$ cat src/rtl/parity_checker_core.sv
// Receive-side parity checker for a 4-bit nibble plus parity bit.
// Combinational error flag plus a sampled flag, a sticky flag and a saturating error counter.
module parity_checker_core #(
  parameter bit ODD_PARITY = 1'b0,
  parameter int CNT_W      = 8
) (
  input  logic             clk,
  input  logic             rst_n,
  input  logic             a,
  input  logic             b,
  input  logic             c,
  input  logic             d,
  input  logic             p,
  input  logic             chk_en,
  input  logic             clr,
  output logic             pec,
  output logic             pec_q,
  output logic             err_sticky,
  output logic [CNT_W-1:0] err_cnt
);

  logic             w_x;
  logic             w_pec;
  logic             w_cnt_max;
  logic             w_err_sample;
  logic             r_pec_q;
  logic             r_err_sticky;
  logic [CNT_W-1:0] r_err_cnt;

  assign w_x          = a ^ b ^ c ^ d ^ p;
  assign w_pec        = ODD_PARITY ? ~w_x : w_x;
  assign w_cnt_max    = &r_err_cnt;
  assign w_err_sample = chk_en & w_pec;

  always_ff @(posedge clk or negedge rst_n) begin
    if (!rst_n) begin
      r_pec_q      <= 1'b0;
      r_err_sticky <= 1'b0;
      r_err_cnt    <= '0;
    end else begin
      if (chk_en) r_pec_q <= w_pec;
      // clr outranks a simultaneous error: the error is dropped, not counted
      if (clr) begin
        r_err_sticky <= 1'b0;
        r_err_cnt    <= '0;
      end else if (w_err_sample) begin
        r_err_sticky <= 1'b1;
        if (!w_cnt_max) r_err_cnt <= r_err_cnt + 1'b1;
      end
    end
  end

  assign pec        = w_pec;
  assign pec_q      = r_pec_q;
  assign err_sticky = r_err_sticky;
  assign err_cnt    = r_err_cnt;

endmodule

$ cat config.mk
export PLATFORM = sky130hd
export DESIGN_NAME = parity_checker_core
export DESIGN_NICKNAME = d
export VERILOG_FILES = /design/src/rtl/parity_checker_core.sv
export SDC_FILE = /design/constraint.sdc
export NUM_CORES = 1
export LEC_CHECK = 0
export CAP_MARGIN = 20
export CORE_UTILIZATION = 40
export DETAILED_ROUTE_END_ITERATION = 12
export DONT_BUFFER_PORTS = 1
export GPL_TIMING_DRIVEN = 0
export SLEW_MARGIN = 20
export SYNTH_ARGS = -nofsm -noshare
export SYNTH_HDL_FRONTEND = slang
export SYNTH_SLANG_ARGS = --single-unit
$ cat constraint.sdc
create_clock -name clk -period 1.71 [get_ports clk]
set_clock_uncertainty 0.05 [all_clocks]
set_input_delay 0.342 -clock clk [delete_from_list [all_inputs] [get_ports clk]]
set_output_delay 0.342 -clock clk [all_outputs]
set_load 0.005 [all_outputs]
Figure 1. Routing congestion (run 1).
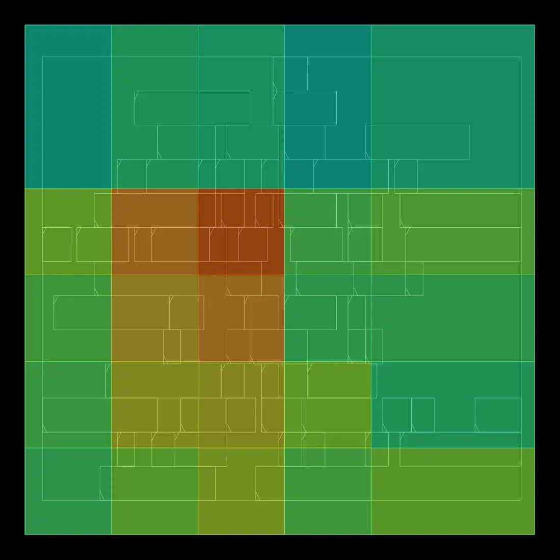
grt met1 use: 0.2162
GR Util met3: 0.06522

Figure 2. Met2 routing (run 1).
Cells faint in the background.
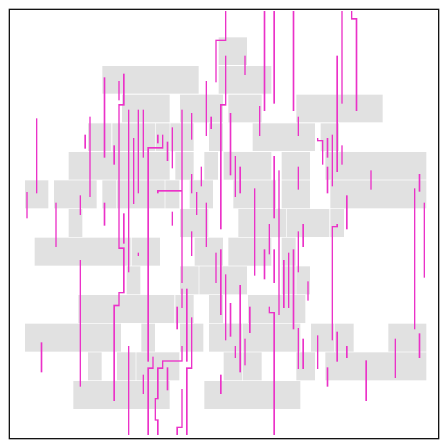
share of all routed wire: 46%
longest straight run: 20.2 µm
main direction: vertical
wire length on this layer: 531 µm
nets with wire on the layer: 62

Figure 3. Met1 routing (run 1).
Supply wires on this layer in gray. Cells faint in the background.
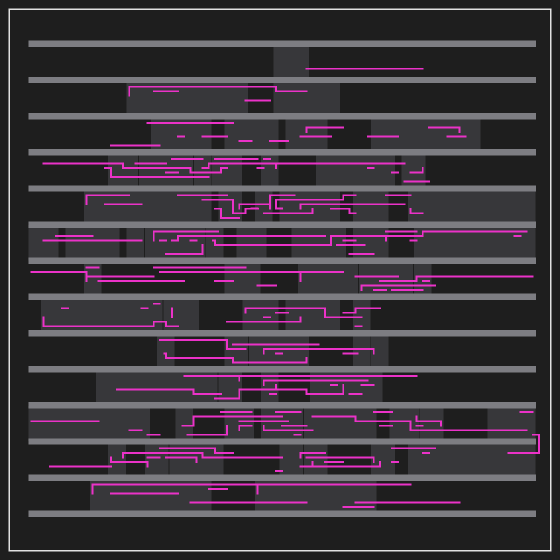
longest straight run: 23.9 µm
nets with wire on the layer: 71
wire length on this layer: 567 µm
share of all routed wire: 49%
main direction: horizontal

==> impl_metrics.ini, run 1 <==
; synthesis and place-and-route metrics
[run_status]
status = completed

[placement]
dp_hpwl_um = 835.4
placed_area_um2 = 615.6
place_congestion = 0.7652
io_buffers = 0

[yosys]
synth.area.top_cells = dfrtp_1 42%, nor4_2 6.3%, mux2_1 5.7%
synth_top_cell_by_area = dfrtp_1
synth.distinct_cells = 26
ys_sh_simple = 0.2348
syn_avg_cell_area_um2 = 10.12
aoi_share = 0.1132
syn_inst = 59
synth_top_cell_by_count = dfrtp_1
yosysTopAreaCellShare = 0.4193
xor_share = 0.06709
synth.yosys.seq_area_share = 0.4193
ys_async_sr_fraction = 1.000
numSynthFlops = 10
topCombFamilyByArea = simple AND/OR/NAND/NOR gates
yosysCellCount = 59
fp_nets = 69
synth_area_um2 = 596.8
yosys-top-cells-count = 10 x dfrtp_1, 6 x nor2_1, 4 x a21oi_1, 4 x inv_1
ys_chip_area_um2 = 596.8
fa_ha_area_frac = 0.02096
synth_top_flop_cell = dfrtp_1
edf_count = 0
mux_share = 0.09434
ys_warn_count = 0

[setup_path]
cp.depth = 5
worstPathRequired_ns = 1.81
crit_family = flip-flops
startpoint = err_cnt[1]
r2r_cells = 5
worstPathMaxFanout = 4
path_cells = ha_2, nand2_1, o21bai_2, nor4_2, mux2_1
slowest_stage = dfrtp_1
crit_path_end_kind = register
r2r_start = err_cnt[1]
path_class = reg2reg
worstPathArrival_ns = 1.74
cp-start-kind = register
crit_buf_inv = 0
cpPeakStageDelay_ns = 0.41

[min_path]
hp-start = chk_en
min_path_type = in2reg
holdPathStages = 1

[layout]
area.growth.synth_to_final_pct = 18.03
nNetsFinal = 76
n_antenna_cell = 0
final_core_util = 0.5218
drive_above_1_share = 0.3077

[routing]
wl_per_cell_um = 14.33
dr.pass1.iters = 3
wl_um = 1146
vias = 451
final_antenna_net_count = 0
drc = 0
vias_per_cell = 5.638
drt_iter0_markers = 5

[job]
maxCapViolations = 0
warnings = 28

[pwr]
powerDensity_nw_per_um2 = 828.8
p_comb_frac = 0.172
switching_share = 0.2723
p_total_uw = 583.8
p_clk_frac = 0.373
seqPwrFrac = 0.455
peakVddDrop_mv = 0.3874
switchingPower_uw = 159.0
p_int_uw = 424.9
power_leakage_uw = 0.0002778

[global_routing]
track_usage = 0.1724
grt_max_degree = 11
first_global_vias = 419
grt-ovfl-total = 0
grt_pass1_wl_um = 1821
antenna_found_initial = 0

[final_timing]
rsz0062_at_grt = true
setup_violations = 0
period_used_share = 0.9566
worstMarginPinSlew_ns = 0.4524
finalCriticalPeriod_ns = 1.636
slew_headroom = 0.6984
hold_viol = 0
max_clock_freq_mhz = 611.3
drv_slew = 0
tns_ns = 0

[cts]
htreeDepth = 1
cts.sinks = 10
clk_latency_ns = 0.26
cts_tree = done
path_clk_slew_ns = 0.07
numCtsBuffers = 3
clockBufferDepth = 2

[floorplanning]
row_count = 13
ios = 20
fp_util = 0.4421
dieWidth_um = 40.63
die_h_um = 40.63
chipArea_um2 = 1650
core_area_um2 = 1350
==> run 1: sequential cells by signal, summed over array words and instances, names as in the netlist <==
signal	cells
err_cnt	8
err_sticky	1
pec_q	1
==> run 1: power groups by stage <==
stage	clock network (µW)	logic, µW	registers [µW]
5_1_grt	235	115	268
3_3_place_gp	0	87.8	270
2_1_floorplan	0	76.1	267
3_5_place_dp	0	89.1	270
6_report	218	100	266
4_1_cts	226	97.6	266
==> run 1: metal layers <==
metal  vias up  track usage  wire (µm)
met5         -            0          0
met4         0       0.1000         11
met3         2      0.06522         36
met2        10       0.2500        531
met1       215       0.2162        567
li1        224            -          -
==> run 1: worst reg2reg max path, delay by kind of cell, from the launching register on <==
kind	cells	cell delay (ns)
flops	1	0.41
compound gates	1	0.23
mux	1	0.34
fa+ha+maj	1	0.23
simple gates	2	0.26
==> run 1: per-stage QoR <==
step                      worst slack (ns)  hold WS (ns)  std cells
after floorplan                   -0.06506     -0.003591         59
after CTS                         0.009302        0.1743         79
final                              0.07423        0.1827         80
after global placement             -0.1242     -0.003394         74
after detailed placement           -0.1511     -0.003393         74
after global routing              -0.03347        0.1690         80
==> run 1: worst paths after layout <==
path / endpoint / slack [ns]
setup / recovery: err_cnt[4] / 0.07
hold / removal: pec_q / 0.18
setup reg to reg: err_cnt[4] / 0.07
hold reg to reg: err_sticky / 0.48
max in group asynchronous: err_cnt[4] / 0.88
min in group asynchronous: err_cnt[1] / 0.40
==> run 1: cell families (layout without fill, tap and decap cells) <==
kind of cell	count (synthesis)	in the layout
xor+xnor	3	3
compound gates	11	11
fa+ha+maj	1	1
simple gates	23	23
buf+inv	6	12
flops	10	10
mux	5	5
==> run 1: layout by cell type, fill, tap and decap left out, types with 2 or more instances in the layout <==
cell type  n
a21oi_1    4
clkbuf_4   3
dfrtp_1    7
dfrtp_2    3
inv_1      4
mux2_1     3
mux2_2     2
nand2_1    3
nor2_1     6
nor2b_1    3
nor3_1     2
nor4_2     4
o21ai_0    2
==> run 1: layout make-up <==
cell class	count	area [µm²]
plain buffers	2	15.01
clock buffers	4	36.28
fillers	134	645.6
inverters	4	15.01
multi-input cells	43	347.8
flip-flops and latches	10	254.0
well taps	15	18.77
repair buffers	2	17.52
==> run 1: repair_timing <==
action | CTS | global route
endpoints found under the hold margin | 10 | 0
setup endpoints to repair | 1 | 7
hold buffers | 1 | 0
gates resized | 3 | 6
setup buffers | 0 | 1
pin swaps | 1 | 2
Figure 4. Pin map (run 1).
Bar = 10 µm. Pins as bars across the die edge, other pins in gray.
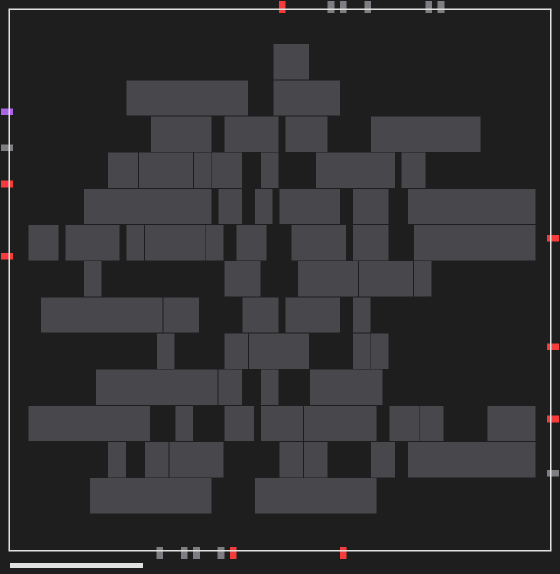

==> run 1 -> run 2 <==
PLACE_DENSITY = 0.52   (was not set)
Figure 5. Pin map (run 2).
Bar = 10 µm. Pins as bars across the die edge, other pins in gray.
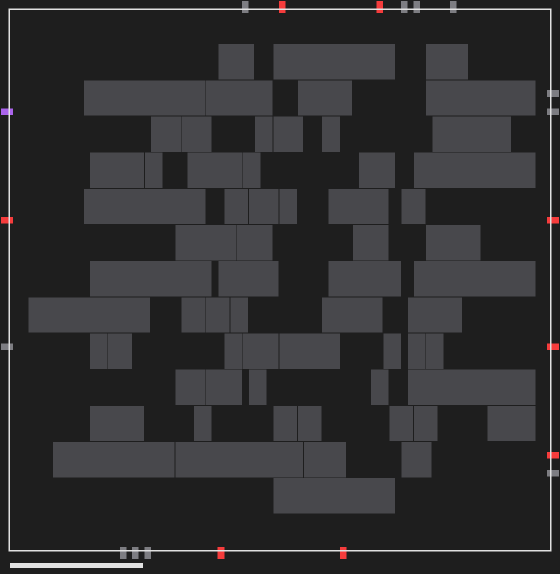
| color | port | pins | direction | edge |
|---|---|---|---|---|
| red | `err_cnt` | 8 | output | 3 right, 2 bottom, 2 top, 1 left |
| purple | `clk` | 1 | input | left |

Figure 6. Routing congestion (run 2).
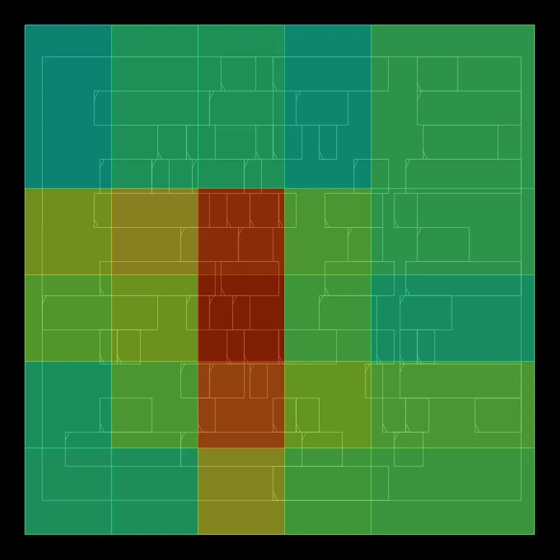
GR Util met3: 0.04348
GRT busiest layer: met2
fin util: 0.5199
All-Layer GR Usage: 0.1619

Figure 7. Met1 routing (run 2).
Supply wires on this layer in gray. Cells faint in the background.
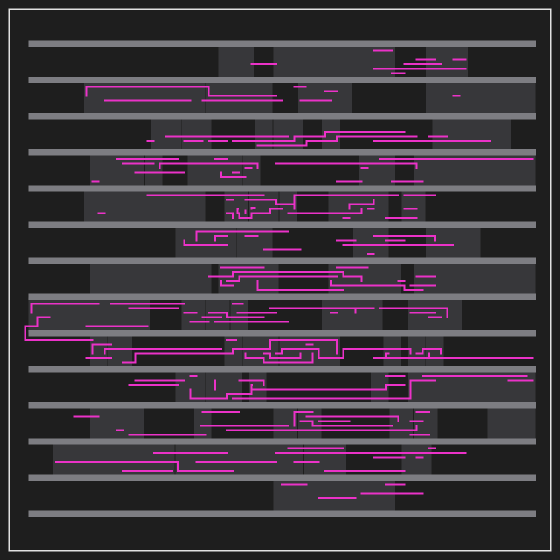
nets with wire on the layer: 70
share of all routed wire: 49%
wire length on this layer: 582 µm

==> run 2 against run 1 <==
Against the previous run:
- critical path type unchanged
- register-to-register slack about the same
- worst setup slack worse by 0.0055 ns
- combinational power about the same
- sequential share of layout area about the same
- synthesized cell count unchanged
- power up 2.2%
- flip-flop count unchanged
==> impl_metrics.ini, run 2 <==
; synthesis and place-and-route metrics
[global_routing]
first_global_vias = 404
grt_max_degree = 11
grt_pass1_wl_um = 1711
grt-ovfl-total = 0
antenna_found_initial = 0

[pwr]
peakVddDrop_mv = 0.3502
power_leakage_uw = 0.0002752
powerDensity_nw_per_um2 = 849.9
p_total_uw = 596.6

[yosys]
yosysCellCount = 59
ys_async_sr_fraction = 1.000
syn_inst = 59
synth_top_cell_by_count = dfrtp_1
yosysTopAreaCellShare = 0.4193
syn_avg_cell_area_um2 = 10.12
numSynthFlops = 10
synth.yosys.seq_area_share = 0.4193
fp_nets = 69
synth.distinct_cells = 26
synth_top_flop_cell = dfrtp_1
ys_chip_area_um2 = 596.8
synth.area.top_cells = dfrtp_1 42%, nor4_2 6.3%, mux2_1 5.7%
synth_area_um2 = 596.8
ys_warn_count = 0
synth_top_cell_by_area = dfrtp_1
edf_count = 0
yosys-top-cells-count = 10 x dfrtp_1, 6 x nor2_1, 4 x a21oi_1, 4 x inv_1

[setup_path]
slowest_stage = dfrtp_1
crit_buf_inv = 0
crit_path_end_kind = register
path_cells = nand4_1, o21bai_1, nor4_2, mux2_1
worstPathArrival_ns = 1.75
path_class = reg2reg
worstPathRequired_ns = 1.82
cp.depth = 4
cpPeakStageDelay_ns = 0.47
r2r_cells = 4
crit_family = flip-flops
worstPathMaxFanout = 7
cp-start-kind = register

[routing]
routed.top_layer = met4
vias = 452
final_antenna_net_count = 0
drc = 0
wl_met2_um = 521
wl_met3_um = 53
drt_iter0_markers = 17
vias_per_cell = 5.722
wl_um = 1191
dr.pass1.iters = 4
wl_met1_um = 582
wl_per_cell_um = 15.08

[layout]
regArea_um2 = 252.7
n_fill_cell = 116
area.growth.synth_to_final_pct = 17.61
combGateArea_um2 = 354.1
final_layout_top_logic_cells = 8 x dfrtp_1, 6 x nor2_1, 4 x inv_1, 4 x a21oi_1, 4 x nor4_2
n_antenna_cell = 0
mostFrequentLayoutCell = dfrtp_1
instances_no_fill = 79
drive_above_1_share = 0.2656
largest_reg_flops = 8
fin_area_um2 = 701.9
nNetsFinal = 75

[placement]
dp_hpwl_um = 842.3
place_congestion = 0.7296
placed_area_um2 = 615.6
dp.cells = 74
io_buffers = 0
place_ws_ns = -0.1533

[job]
maxCapViolations = 0
warnings = 28

[floorplanning]
row_count = 13
fp_util = 0.4421
core_area_um2 = 1350
ios = 20
dieWidth_um = 40.63
die_h_um = 40.63
chipArea_um2 = 1650

[final_timing]
setup_violations = 0
period_used_share = 0.9598
finalCriticalPeriod_ns = 1.641
worstMarginPinSlew_ns = 0.4690
slew_headroom = 0.6863
max_clock_freq_mhz = 609.3
rsz0062_at_grt = true
fin_ws_ns = 0.06874
drv_slew = 0
whs_ns = 0.1673
hold_viol = 0

[cts]
clockBufferDepth = 2
root_buffer = clkbuf_4
path_clk_slew_ns = 0.08
numCtsBuffers = 3
htreeDepth = 1
cts_tree = done
clk_latency_ns = 0.28
cts.sinks = 10

[min_path]
holdPathStages = 1
min_path_type = in2reg

[run_status]
status = completed
run 2: cell type report:
| class | instances | share of cell area |
|---|---|---|
| timing repair buffer | 1 | 0.01426 |
| multi-input combinational | 43 | 0.5045 |
| clock buffer | 4 | 0.05169 |
| sequential | 10 | 0.3601 |
| tap | 15 | 0.02674 |
| buffer | 2 | 0.02139 |
| inverter | 4 | 0.02139 |
run 2: worst paths after layout:
path	from	endpoint	slack [ns]
max in group asynchronous	rst_n	err_cnt[1]	0.87
min in group asynchronous	rst_n	err_cnt[7]	0.40
max	err_cnt[3]	err_cnt[4]	0.07
min reg2reg	pec_q	pec_q	0.49
max reg2reg	err_cnt[3]	err_cnt[4]	0.07
min	chk_en	pec_q	0.17
run 2: what timing repair did:
action,4_1_cts,5_1_grt
hold buffers,1,0
gates resized,3,5
setup endpoints to repair,1,7
endpoints found under the hold margin,10,0
setup buffers,0,0
pin swaps,1,2
run 2: logic make-up (layout without fill, tap and decap cells):
kind of cell	after synthesis	in the layout	synth area share
AND/OR/NAND/NOR	23	23	0.2348
AND-OR/OR-AND	11	11	0.1132
flip-flops	10	10	0.4193
buffers and inverters	6	11	0.05030
multiplexers	5	5	0.09433
XOR/XNOR	3	3	0.06709
adder cells (fa/ha/maj)	1	1	0.02096
run 2: through the flow:
stage	TNS, ns	utilization
after CTS	0	0.5014
after global placement	-0.4100	0.4560
after floorplan	-0.1600	-
final	0	0.5199
after global routing	-0.05022	0.5199
after detailed placement	-0.4669	0.4560
run 2: where the power goes:
part / internal [µW] / switching [µW] / total [µW]
combinational: 44.4 / 58.7 / 103
clock: 130 / 94.0 / 224
sequential: 252 / 17.5 / 270
total: 426 / 170 / 597
run 2: routing by layer:
layer	GRT usage	vias up
met5	0	-
met4	0.1000	0
met3	0.04348	5
met2	0.2381	14
met1	0.2088	211
li1	-	222
Figure 8. Wires at chosen ports, followed through buffers (run 2).
Bar = 10 µm.
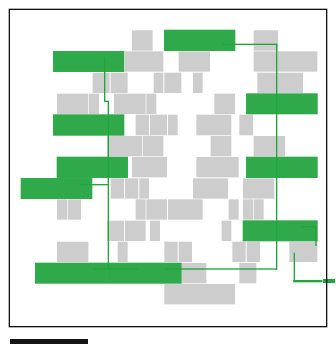

==> run 2 -> run 3 <==
TNS_END_PERCENT = 5   (was not set)
Figure 9. Wires at chosen ports, followed through buffers (run 3).
Bar = 10 µm.
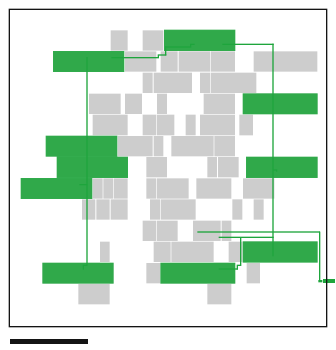
| color | port | bits | direction | end cells | buffers | wire |
|---|---|---|---|---|---|---|
| green | `rst_n` | 1 | input | 10 | 1 | 111 µm |

Figure 10. Pin map (run 3).
Bar = 10 µm. Pins as bars across the die edge, other pins in gray.
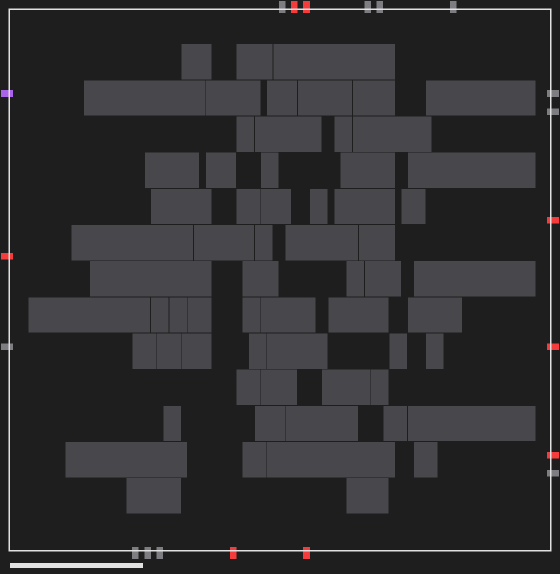
| color | port | pins | direction | edge |
|---|---|---|---|---|
| red | `err_cnt` | 8 | output | 3 right, 2 bottom, 2 top, 1 left |
| purple | `clk` | 1 | input | left |

==> run 3 against run 2 <==
Against the previous run:
- largest power group unchanged
- register-to-register slack is essentially flat
- power shrank 1.2%
- sequential share of layout area rose by 0.44 points
==> impl_metrics.ini, run 3 <==
; synthesis and place-and-route metrics
[run_status]
status = completed

[yosys]
synth_top_cell_by_count = dfrtp_1
ys_warn_count = 0
numSynthFlops = 10
mux_share = 0.09434
yosys-top-cells-count = 10 x dfrtp_1, 6 x nor2_1, 4 x a21oi_1, 4 x inv_1
topCombFamilyByArea = simple AND/OR/NAND/NOR gates
edf_count = 0
xor_share = 0.06709
synth_top_cell_by_area = dfrtp_1
fp_nets = 69
yosysCellCount = 59
synth_top_flop_cell = dfrtp_1
ys_sh_simple = 0.2348
ys_async_sr_fraction = 1.000
syn_inst = 59
synth_area_um2 = 596.8
syn_avg_cell_area_um2 = 10.12
fa_ha_area_frac = 0.02096
synth.yosys.seq_area_share = 0.4193
aoi_share = 0.1132
synth.area.top_cells = dfrtp_1 42%, nor4_2 6.3%, mux2_1 5.7%
yosysTopAreaCellShare = 0.4193
ys_chip_area_um2 = 596.8
synth.distinct_cells = 26

[final_timing]
hold_viol = 0
slew_headroom = 0.6855
worstMarginPinSlew_ns = 0.4702
setup_violations = 0
finalCriticalPeriod_ns = 1.634
fin_ws_ns = 0.07565
max_clock_freq_mhz = 611.9
tns_ns = 0
period_used_share = 0.9558
rsz0062_at_grt = true
drv_slew = 0

[routing]
vias_per_cell = 5.924
wl_per_cell_um = 15.58
drc = 0
dr.pass1.iters = 5
final_antenna_net_count = 0
drt_iter0_markers = 17
vias = 468
wl_um = 1231

[layout]
final_core_util = 0.5162
largest_reg_flops = 8
n_antenna_cell = 0
nNetsFinal = 75
mostFrequentLayoutCell = dfrtp_1
drive_above_1_share = 0.2969
final_layout_top_logic_cells = 7 x dfrtp_1, 6 x nor2_1, 4 x inv_1, 4 x a21oi_1, 4 x nor4_2
n_fill_cell = 121
area.growth.synth_to_final_pct = 16.77

[pwr]
peakVddDrop_mv = 0.3270
power_leakage_uw = 0.0002737
powerDensity_nw_per_um2 = 845.7

[floorplanning]
fp_util = 0.4421
chipArea_um2 = 1650
dieWidth_um = 40.63
row_count = 13
core_area_um2 = 1350
die_h_um = 40.63
ios = 20

[cts]
clk_latency_ns = 0.26
path_clk_slew_ns = 0.07
cts_tree = done
numCtsBuffers = 3
cts_setup_buffers = 0
clockBufferDepth = 2
cts.sinks = 10
root_buffer = clkbuf_4
htreeDepth = 1

[min_path]
min_path_type = in2reg

[placement]
place_congestion = 0.7306
dp_hpwl_um = 817.6
io_buffers = 0
place_ws_ns = -0.1218

[job]
maxCapViolations = 0
warnings = 28

[setup_path]
worstPathMaxFanout = 5
cp-start-kind = register
worstPathArrival_ns = 1.74
worstPathRequired_ns = 1.82
path_class = reg2reg
crit_path_end_kind = register

[global_routing]
grt_pass1_wl_um = 1738
grt_max_degree = 11
antenna_found_initial = 0
first_global_vias = 397
grt-ovfl-total = 0
Figure 11. Routing congestion (run 3).
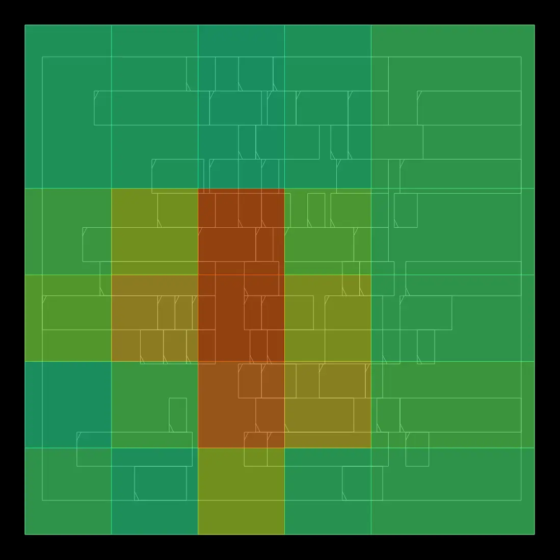
All-Layer GR Usage: 0.1676
GR Layer Usage met2: 0.2302

## run 3: through the flow
| stage | std cells | area (µm²) | hold slack, ns | total power [µW] |
|---|---|---|---|---|
| 5_1_grt | 79 | 696.9 | 0.1729 | 619.8 |
| 3_3_place_gp | 74 | 615.6 | -0.003379 | 359.1 |
| 3_5_place_dp | 74 | 615.6 | -0.003352 | 358.8 |
| 2_1_floorplan | 59 | 596.8 | -0.003591 | 343.1 |
| 4_1_cts | 79 | 676.9 | 0.1718 | 591.2 |
| 6_report | 79 | 696.9 | 0.1821 | 589.4 |
## run 3: cell type report
class                      instances  area [µm²]  area share
clock buffer                       4       36.28     0.05206
inverter                           4       15.01     0.02154
buffer                             2       15.01     0.02154
timing repair buffer               1       10.01     0.01436
tap                               15       18.77     0.02693
multi-input combinational         43       347.8      0.4991
sequential                        10       254.0      0.3645
## run 3: final timing paths
path | start | to | slack, ns | cells after the start
max reg2reg | err_cnt[0] | err_cnt[5] | 0.08 | 5
min reg2reg | pec_q | pec_q | 0.49 | 1
min in group asynchronous | rst_n | err_cnt[7] | 0.41 | 1
min | chk_en | pec_q | 0.18 | 1
max in group asynchronous | rst_n | err_cnt[3] | 0.85 | 1
max | err_cnt[0] | err_cnt[5] | 0.08 | 5
## run 3: timing repair
action                                  in CTS  in global routing
endpoints found under the hold margin       10                  0
hold buffers                                 1                  0
endpoints found under the setup margin       1                  6
resized                                      3                  6
pin swaps                                    1                  3
## run 3: power by group
part           internal, µW  total (µW)  switching (µW)
sequential              252         267            15.1
combinational          43.9         103            58.7
clock                   129         219            90.2
## run 3: cell families after synthesis
kind of cell | Yosys count
buf+inv | 6
flops | 10
simple gates | 23
fa+ha+maj | 1
mux | 5
compound gates | 11
xor+xnor | 3
## run 3: per-layer routing
metal  track usage  up-vias  routed length, µm
met5             0        -                  0
met4        0.1250        0                 14
met3       0.04891        2                 56
met2        0.2302       16                587
met1        0.2189      226                573
li1              -      224                  -
## run 3: critical path, cell delays in order, from the launching register on
cell	delay, ns
dfrtp_2	0.45
ha_2	0.22
nand2_1	0.07
o2111ai_2	0.19
nor4_2	0.20
mux2_2	0.36
Power figures rest on the tool's default switching activity, not on a simulated workload.
